Design dct_transpose_buf, sky130hd; sources not shown.
Figure 1. Sequential cells colored by netlist name (run 1).
Bar = 50 µm. Other sequential cells in the stronger gray, the rest of the logic in the fainter gray.
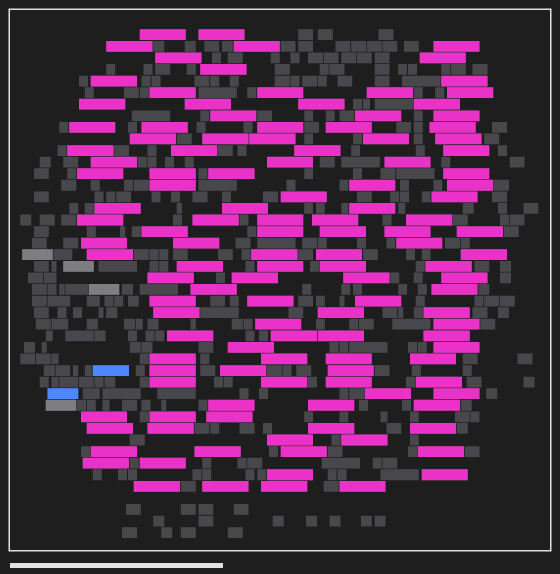
| netlist name | color | flops |
|---|---|---|
| u_bank.mem | magenta | 128 |
| rd_col | blue | 2 |
Seq area share: 54.3%
P_seq: 1.27 mW

Figure 2. Clock distribution (run 1).
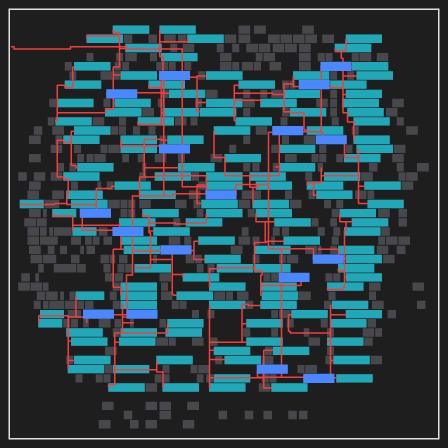
[flip-flops] cyan | count: 134
[clock wires] red | length: 1540 µm
[clock drivers] blue | count: 17
routed clock nets: 18
Late-Pin Clk Latency: 0.41 ns
Clock Skews: 0.00751 ns
Clk power: 969 µW
clock share of power: 38.7%

Figure 3. Wiring heat map (run 1).
25 x 25 tiles, from dark blue (low) to red (high), scaled to the fullest tile. Values are wire area over tile area, all layers added.
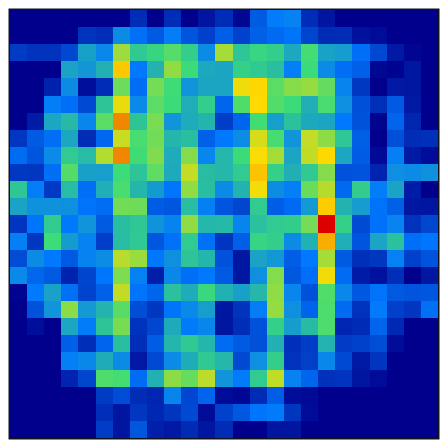
mean over tiles: 0.14
tiles over half the peak: 13%
emptiest ninth of the die: lower right
nearly empty tiles: 17%
fullest tile: 0.57
DR vias: 3773
Post-Route WL: 14.4 mm
Routed wire per std cell: 21.1 µm
All-Layer GR Usage: 18.4%

==> changes_impl.md, run 1 <==
## Flow update

- Status: finished clean
- Antenna Cells: 0
- CLK BUF: 21
- Yosys aoi share: 4.64%
- Post-Syn Area per Cell: 14.1 µm²
- CP endpoint kind: output port
- Floorplan Nets: 466
- Layout cells sized above 1: 12.2%
- Top logic family: simple AND/OR/NAND/NOR gates
- Clk root buf: clkbuf_16
- Plain + repair buffers: 82
- Setup repair bufs after CTS: 0
- Logic share of the area: 25.8%
- H-tree levels: 4
- Biggest area cells: edfxtp_1 (64%), mux2i_1 (11%), and3_1 (9.9%)
- Design Area, Final: 0.00731 mm²
- Post-route setup slack: 0.912 ns
- Largest register FFs: 128
- P per Cell Area: 343 mW/mm²
- Mi-comb count: 254
- Inst Count DP: 655
- CP Class: reg2out
- Seq pwr share: 50.8%
- Vias/cell: 5.52
- Total combinational power: 262 µW
- Antenna-violating nets left: 0
- Largest area contributor in the netlist: edfxtp_1
- DR WL met3: 871 µm
- Worst slew pin tran: 1.10 ns
- Crit path DAT: 3.33 ns
- Flop area: 0.00397 mm²
- Commonest cells post-synth: edfxtp_1 (128), and3_1 (96), mux2i_1 (64)
- Port bufs: 72
- Routability cong.: 0.782
- Largest net degree at the start of global routing: 132
- Cycle use final: 82.8%
==> inputs of run 2 (changes only) <==
Clock period 5.3 ns to 4.43 ns, I/O delays scaled along.
Figure 4. Wiring heat map (run 2).
25 x 25 tiles, from dark blue (low) to red (high), scaled to the fullest tile. Values are wire area over tile area, all layers added.
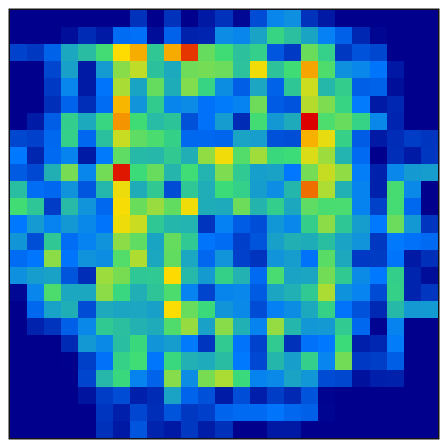
fullest tile: 0.51
mean over tiles: 0.14
nearly empty tiles: 17%
All-Layer GR Usage: 18.9%
Post-Route WL: 14.7 mm
Routed wire per std cell: 21.3 µm

==> changes_impl.md, run 2 <==
## Flow update

- Status: finished clean
- Commonest cells post-synth: edfxtp_1 (128), and3_1 (96), mux2i_1 (64)
- Logic share of the area: 25.7%
- Setup repair bufs after CTS: 0
- P per Cell Area: 418 mW/mm²
- Layout cells sized above 1: 14.5%
- Antenna Cells: 0
- P_seq: 1.52 mW
- Largest area contributor in the netlist: edfxtp_1
- H-tree levels: 4
- CLK BUF: 23
- Top logic family: simple AND/OR/NAND/NOR gates
- Plain + repair buffers: 84
- Clk power: 1.23 mW
- Crit path DAT: 2.65 ns
- Clk root buf: clkbuf_16
- Antenna-violating nets left: 0
- Inst Count DP: 657
- Largest net degree at the start of global routing: 91
- Late-Pin Clk Latency: 0.41 ns
- Clock Skews: 0.0100 ns
- Post-route setup slack: 0.895 ns
- Floorplan Nets: 466
- Mi-comb count: 254
- Worst slew pin tran: 0.976 ns
- Port bufs: 72
Figure 5. Cell placement (run 2).
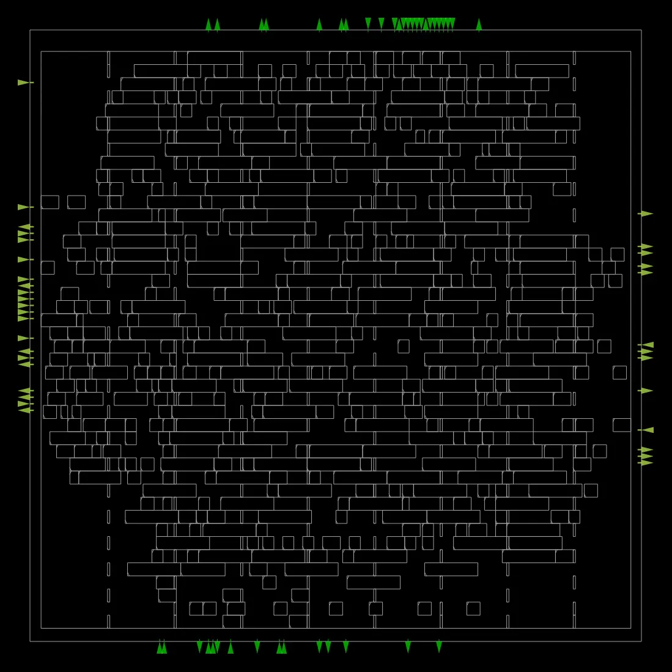
Final Non-Filler Cells: 688
Seq area share: 54.1%

No activity file was given, so power comes from the tool's default toggle rates.
